**Metal 2**

Scale: 4 px per µm.
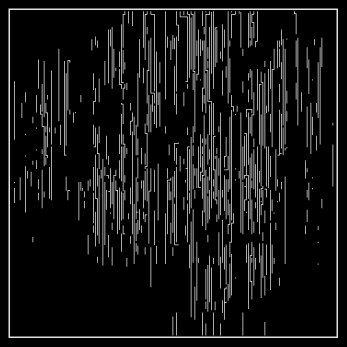
**Drive-strength map**

Scale: 6 px per µm.
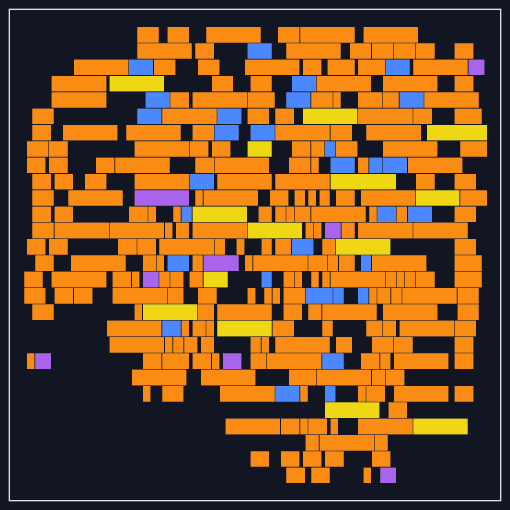
[config.mk]
export PLATFORM = sky130hd
export DESIGN_NAME = or_txn_host_flat
export DESIGN_NICKNAME = d
export VERILOG_FILES = /design/src/rtl/or_txn_host_pkg.sv /design/src/rtl/or_txn_host_if.sv /design/src/rtl/or_wait_timer.sv /design/src/rtl/or_txn_host.sv /design/src/flat_wrapper.sv
export SDC_FILE = /design/constraint.sdc
export NUM_CORES = 1
export LEC_CHECK = 0
export CORE_MARGIN = 2
export CORE_UTILIZATION = 44
export CTS_BUF_LIST = sky130_fd_sc_hd__clkbuf_16
export DETAILED_ROUTE_END_ITERATION = 6
export GPL_ROUTABILITY_DRIVEN = 0
export GPL_TIMING_DRIVEN = 0
export PLACE_DENSITY = 0.82
export SLEW_MARGIN = 25
export SYNTH_ARGS = -nofsm -noshare
export SYNTH_HDL_FRONTEND = slang
export SYNTH_SLANG_ARGS = --single-unit
[constraint.sdc]
create_clock -name CLK -period 1.95 [get_ports CLK]
set_input_delay 0.4875 -clock CLK [delete_from_list [all_inputs] [get_ports CLK]]
set_output_delay 0.4875 -clock CLK [all_outputs]
set_load 0.05 [all_outputs]
[src/rtl/or_txn_host_pkg.sv]
// Shared types and constants for the OR-combine bus-master sequencer:
// FSM state encoding, target register map and bus widths.
package or_txn_host_pkg;

    localparam int ADDR_W = 3;
    localparam int CNT_W  = 8;

    // Target register map
    localparam logic [ADDR_W-1:0] ADDR_A_ST   = 3'd0;  // bit0 = A FIFO not full
    localparam logic [ADDR_W-1:0] ADDR_B_ST   = 3'd1;  // bit0 = B FIFO not full
    localparam logic [ADDR_W-1:0] ADDR_Y_ST   = 3'd2;  // bit0 = Y FIFO not empty
    localparam logic [ADDR_W-1:0] ADDR_Y_DATA = 3'd3;  // Y head, popped by read_en
    localparam logic [ADDR_W-1:0] ADDR_A_DATA = 3'd4;
    localparam logic [ADDR_W-1:0] ADDR_B_DATA = 3'd5;

    typedef enum logic [2:0] {
        ST_IDLE   = 3'd0,
        ST_CHK_A  = 3'd1,
        ST_WR_A   = 3'd2,
        ST_CHK_B  = 3'd3,
        ST_WR_B   = 3'd4,
        ST_POLL_Y = 3'd5,
        ST_RD_Y   = 3'd6,
        ST_RESP   = 3'd7
    } state_t;

    // States that poll a status register and are bounded by the wait timer.
    function automatic logic is_wait_state(input state_t s);
        return (s == ST_CHK_A) || (s == ST_CHK_B) || (s == ST_POLL_Y);
    endfunction

endpackage

[src/rtl/or_txn_host_if.sv]
// Operand/response handshake plus the register-bus of the OR-combine target.
// master = the sequencer, slave = operand source, response sink and target.
interface or_txn_host_if #(
    parameter int WIDTH = 8
);
    logic                                in_valid;
    logic                                in_ready;
    logic [WIDTH-1:0]                    in_a;
    logic [WIDTH-1:0]                    in_b;

    logic                                out_valid;
    logic                                out_ready;
    logic [WIDTH-1:0]                    out_data;
    logic                                out_timeout;
    logic [or_txn_host_pkg::CNT_W-1:0]   done_count;

    logic [or_txn_host_pkg::ADDR_W-1:0]  write_address;
    logic [WIDTH-1:0]                    write_data;
    logic                                write_en;
    logic                                write_rdy;

    logic [or_txn_host_pkg::ADDR_W-1:0]  read_address;
    logic                                read_en;
    logic [WIDTH-1:0]                    read_data;
    logic                                read_rdy;

    modport master (
        input  in_valid, in_a, in_b, out_ready, write_rdy, read_data, read_rdy,
        output in_ready, out_valid, out_data, out_timeout, done_count,
               write_address, write_data, write_en, read_address, read_en
    );

    modport slave (
        output in_valid, in_a, in_b, out_ready, write_rdy, read_data, read_rdy,
        input  in_ready, out_valid, out_data, out_timeout, done_count,
               write_address, write_data, write_en, read_address, read_en
    );

endinterface

[src/rtl/or_wait_timer.sv]
// Cycle counter bounding each status-poll state. Held at zero while clr is
// high, counts while en is high, and flags expiry on the TIMEOUT-th cycle.
module or_wait_timer #(
    parameter int TIMEOUT = 600,
    parameter int TO_W    = 10
) (
    input  logic CLK,
    input  logic RST,
    input  logic clr,
    input  logic en,
    output logic expired
);

    logic [TO_W-1:0] cnt;

    assign expired = (cnt == TO_W'(TIMEOUT - 1));

    // Count cycles spent in a wait state; saturate at the expiry value.
    always_ff @(posedge CLK or posedge RST) begin
        if (RST) begin
            cnt <= '0;
        end else if (clr) begin
            cnt <= '0;
        end else if (en && !expired) begin
            cnt <= cnt + 1'b1;
        end
    end

endmodule

[src/rtl/or_txn_host.sv]
// Bus-master sequencer for the OR-combine register block. One operand pair
// per transaction: check A space, write A, check B space, write B, poll for
// Y, pop Y, return it. Every wait on a status bit is bounded by a timer; an
// expired wait returns a zero result flagged with out_timeout.
// All bus outputs are registered and loaded with the values of the state
// being entered, so they clear together with the state on reset.
module or_txn_host
    import or_txn_host_pkg::*;
#(
    parameter int WIDTH   = 8,
    parameter int TIMEOUT = 600,
    parameter int TO_W    = 10
) (
    input  logic          CLK,
    input  logic          RST,
    or_txn_host_if.master bus
);

    state_t           state;
    logic [WIDTH-1:0] a_q;
    logic [WIDTH-1:0] b_q;
    logic             tmr_en;
    logic             tmr_clr;
    logic             tmr_expired;
    logic             status_ok;

    // Timer runs only in polling states and is zero on entry to each of them,
    // because every polling state is preceded by a non-polling state.
    assign tmr_en    = is_wait_state(state);
    assign tmr_clr   = !tmr_en;
    assign status_ok = bus.read_data[0];

    or_wait_timer #(
        .TIMEOUT (TIMEOUT),
        .TO_W    (TO_W)
    ) u_timer (
        .CLK     (CLK),
        .RST     (RST),
        .clr     (tmr_clr),
        .en      (tmr_en),
        .expired (tmr_expired)
    );

    // Transaction sequencer; strobes default low and are re-asserted for the next state.
    always_ff @(posedge CLK or posedge RST) begin
        if (RST) begin
            state             <= ST_IDLE;
            a_q               <= '0;
            b_q               <= '0;
            bus.in_ready      <= 1'b0;
            bus.out_valid     <= 1'b0;
            bus.out_data      <= '0;
            bus.out_timeout   <= 1'b0;
            bus.done_count    <= '0;
            bus.write_en      <= 1'b0;
            bus.write_address <= '0;
            bus.write_data    <= '0;
            bus.read_en       <= 1'b0;
            bus.read_address  <= '0;
        end else begin
            bus.in_ready      <= 1'b0;
            bus.write_en      <= 1'b0;
            bus.write_address <= '0;
            bus.write_data    <= '0;
            bus.read_en       <= 1'b0;
            bus.read_address  <= '0;
            case (state)
                ST_IDLE: begin
                    if (bus.in_valid && bus.in_ready) begin
                        a_q              <= bus.in_a;
                        b_q              <= bus.in_b;
                        state            <= ST_CHK_A;
                        bus.read_address <= ADDR_A_ST;
                    end else begin
                        bus.in_ready <= 1'b1;
                    end
                end
                ST_CHK_A: begin
                    if (status_ok) begin
                        state             <= ST_WR_A;
                        bus.write_en      <= 1'b1;
                        bus.write_address <= ADDR_A_DATA;
                        bus.write_data    <= a_q;
                    end else if (tmr_expired) begin
                        state           <= ST_RESP;
                        bus.out_valid   <= 1'b1;
                        bus.out_timeout <= 1'b1;
                        bus.out_data    <= '0;
                    end else begin
                        bus.read_address <= ADDR_A_ST;
                    end
                end
                ST_WR_A: begin
                    if (bus.write_rdy) begin
                        state            <= ST_CHK_B;
                        bus.read_address <= ADDR_B_ST;
                    end else begin
                        bus.write_en      <= 1'b1;
                        bus.write_address <= ADDR_A_DATA;
                        bus.write_data    <= a_q;
                    end
                end
                ST_CHK_B: begin
                    if (status_ok) begin
                        state             <= ST_WR_B;
                        bus.write_en      <= 1'b1;
                        bus.write_address <= ADDR_B_DATA;
                        bus.write_data    <= b_q;
                    end else if (tmr_expired) begin
                        state           <= ST_RESP;
                        bus.out_valid   <= 1'b1;
                        bus.out_timeout <= 1'b1;
                        bus.out_data    <= '0;
                    end else begin
                        bus.read_address <= ADDR_B_ST;
                    end
                end
                ST_WR_B: begin
                    if (bus.write_rdy) begin
                        state            <= ST_POLL_Y;
                        bus.read_address <= ADDR_Y_ST;
                    end else begin
                        bus.write_en      <= 1'b1;
                        bus.write_address <= ADDR_B_DATA;
                        bus.write_data    <= b_q;
                    end
                end
                ST_POLL_Y: begin
                    if (status_ok) begin
                        state            <= ST_RD_Y;
                        bus.read_en      <= 1'b1;
                        bus.read_address <= ADDR_Y_DATA;
                    end else if (tmr_expired) begin
                        state           <= ST_RESP;
                        bus.out_valid   <= 1'b1;
                        bus.out_timeout <= 1'b1;
                        bus.out_data    <= '0;
                    end else begin
                        bus.read_address <= ADDR_Y_ST;
                    end
                end
                ST_RD_Y: begin
                    // Leaving on the accepted cycle keeps it to one pop.
                    if (bus.read_rdy) begin
                        state           <= ST_RESP;
                        bus.out_valid   <= 1'b1;
                        bus.out_timeout <= 1'b0;
                        bus.out_data    <= bus.read_data;
                    end else begin
                        bus.read_en      <= 1'b1;
                        bus.read_address <= ADDR_Y_DATA;
                    end
                end
                ST_RESP: begin
                    if (bus.out_ready) begin
                        state         <= ST_IDLE;
                        bus.out_valid <= 1'b0;
                        bus.in_ready  <= 1'b1;
                        if (!bus.out_timeout) begin
                            bus.done_count <= bus.done_count + 1'b1;
                        end
                    end
                end
                default: begin
                    state <= ST_IDLE;
                end
            endcase
        end
    end

endmodule

[src/flat_wrapper.sv]
// flat-port wrapper written by rule: the top's interface ports become plain ports
module or_txn_host_flat import or_txn_host_pkg::*;
#(
    parameter int WIDTH   = 8,
    parameter int TIMEOUT = 600,
    parameter int TO_W    = 10
)
  (CLK, RST, bus_in_valid, bus_in_a, bus_in_b, bus_out_ready, bus_write_rdy, bus_read_data, bus_read_rdy, bus_in_ready, bus_out_valid, bus_out_data, bus_out_timeout, bus_done_count, bus_write_address, bus_write_data, bus_write_en, bus_read_address, bus_read_en);
  or_txn_host_if #(.WIDTH(WIDTH)) bus_i ();
  input  logic CLK;
  input  logic RST;
  input wire logic [$bits(bus_i.in_valid)-1:0] bus_in_valid;
  input wire logic [$bits(bus_i.in_a)-1:0] bus_in_a;
  input wire logic [$bits(bus_i.in_b)-1:0] bus_in_b;
  input wire logic [$bits(bus_i.out_ready)-1:0] bus_out_ready;
  input wire logic [$bits(bus_i.write_rdy)-1:0] bus_write_rdy;
  input wire logic [$bits(bus_i.read_data)-1:0] bus_read_data;
  input wire logic [$bits(bus_i.read_rdy)-1:0] bus_read_rdy;
  output wire logic [$bits(bus_i.in_ready)-1:0] bus_in_ready;
  output wire logic [$bits(bus_i.out_valid)-1:0] bus_out_valid;
  output wire logic [$bits(bus_i.out_data)-1:0] bus_out_data;
  output wire logic [$bits(bus_i.out_timeout)-1:0] bus_out_timeout;
  output wire logic [$bits(bus_i.done_count)-1:0] bus_done_count;
  output wire logic [$bits(bus_i.write_address)-1:0] bus_write_address;
  output wire logic [$bits(bus_i.write_data)-1:0] bus_write_data;
  output wire logic [$bits(bus_i.write_en)-1:0] bus_write_en;
  output wire logic [$bits(bus_i.read_address)-1:0] bus_read_address;
  output wire logic [$bits(bus_i.read_en)-1:0] bus_read_en;
  assign bus_i.in_valid = bus_in_valid;
  assign bus_i.in_a = bus_in_a;
  assign bus_i.in_b = bus_in_b;
  assign bus_i.out_ready = bus_out_ready;
  assign bus_i.write_rdy = bus_write_rdy;
  assign bus_i.read_data = bus_read_data;
  assign bus_i.read_rdy = bus_read_rdy;
  assign bus_in_ready = bus_i.in_ready;
  assign bus_out_valid = bus_i.out_valid;
  assign bus_out_data = bus_i.out_data;
  assign bus_out_timeout = bus_i.out_timeout;
  assign bus_done_count = bus_i.done_count;
  assign bus_write_address = bus_i.write_address;
  assign bus_write_data = bus_i.write_data;
  assign bus_write_en = bus_i.write_en;
  assign bus_read_address = bus_i.read_address;
  assign bus_read_en = bus_i.read_en;
  or_txn_host #(.WIDTH(WIDTH), .TIMEOUT(TIMEOUT), .TO_W(TO_W)) u_core (.CLK(CLK), .RST(RST), .bus(bus_i));
endmodule
==> Changelog: implementation <==
## Flow update

* Vias/cell at 5.40
* Dominant kind of combinational cell: simple AND/OR/NAND/NOR gates
* Count leader, synth: dfrtp_1
* Gr ovfl total at 0
* Slew @ Worst Pin at 0.560 ns
* Proportion of layout cells with a drive suffix above 1 at 17.6%
* Total GRT Usage at 19.6%
* M2 GR Usage at 33.1%
* Non-clock buffer share at 19.6%
* R2R Setup Slk at 0.19 ns
* Worst setup path endpoint: bus_read_address[1]
* Worst Path Max Fanout at 1
* Hold Crit Start: u_core.bus.done_count[7]
* # fillers at 464
* Post-CTS sizing at 25
* Reg2reg end: u_core.u_timer.cnt[3]
* PwrDens at 1480 nW/µm²
* I/O Buffers at 62
* Kind of critical path: reg -> out
* CP delay by family, top: buffers and inverters
* Main area contributors: dfrtp_1 (58%), mux2_2 (6.8%), a22o_1 (5.3%), xor2_1 (2.6%), nand2_1 (2.5%)
* Finished Layout Cells at 370
* WP data arrival at 1.43 ns
* Final instance area at 3700 µm²
* Area leader, netlist: dfrtp_1
* Top area contributor share at 58.5%
* Num CTS Buffers at 9
* Seq share, synth at 58.5%
* Initial DRC count at 94
* Logic area at 1030 µm²
* # clk buffers at 9
* Hold Path Class: reg -> reg
* Placed Area at 3420 µm²
* Initial antenna violation count at 0
* Finish-stage setup viols at 0
* RSZ-0062 raised after global routing: no
* TNS Setup at 0 ns
* Simple share at 12.9%
* Post-route ant nets at 0
* Init Core Util at 45.1%
* Die y size at 81.6 µm
* Final nets at 322
* Max-cap violations at 0
* Crit-path cells: clkdlybuf4s50_1
* Critical Path End Type: output pin
* Slowest CP cell: clkdlybuf4s50_1
* Leading cell category by total area: flip-flops and latches
* Status: complete, no violations
* Clock Power at 1.54 mW
* CTS sink cnt at 62
* Count of tool warnings at 26
* Sw Pwr at 2.18 mW
* Startpoint Class: flop
* Post-Synth AOI/OAI Area at 11.6%
* Final hold slack at 0.459 ns
* Top Ports at 65
* Floorplan die width at 81.6 µm
* Wirelength per Cell at 16.6 µm
* N_diodes at 0
* Flop Count at 62
* Crit Reg-Reg Startpoint: u_core.u_timer.cnt[0]
* Int Power at 3.30 mW
* LEAKAGE at 1.88 nW
* Max-slew headroom at 62.8%
* GR Util met3 at 5.93%
* Number of logic gates at 140
* Worst path max stage delay at 0.79 ns
* Synth Flop Type: dfrtp_1
* Post-layout util at 62.9%
* Yosys synthesis chip area at 2650 µm²
* Max Slew Vio Count at 0
* Count of cell types in the netlist at 47
* Commonest cells post-synth: dfrtp_1 (62), nand2_1 (18), a22o_1 (16), mux2_2 (16), nor2_1 (13)
* Number of flip-flops in the largest register at 10
* CTS H-tree lvls at 3
* Ys cells at 214
* Met2 wire len at 3.14 mm
* DP HPWL at 4.34 mm
About 'metal 2':
nets with wire on the layer: 292
main direction: vertical
longest straight run: 29.9 µm
wire length on this layer: 3,140 µm
share of all routed wire: 51%

About 'drive-strength map':
legend:
  _0 and _1 cells:
    color: orange
    cells: 243
    share: 82%
  _3 and _4 cells:
    color: purple
    cells: 8
    share: 2.7%
  _6 and larger:
    color: yellow
    cells: 14
    share: 4.7%
  _2 cells:
    color: blue
    cells: 30
    share: 10%
setup ws final: 0.0285 ns
bufs w/o clock: 74

Power figures rest on the tool's default switching activity, not on a simulated workload.
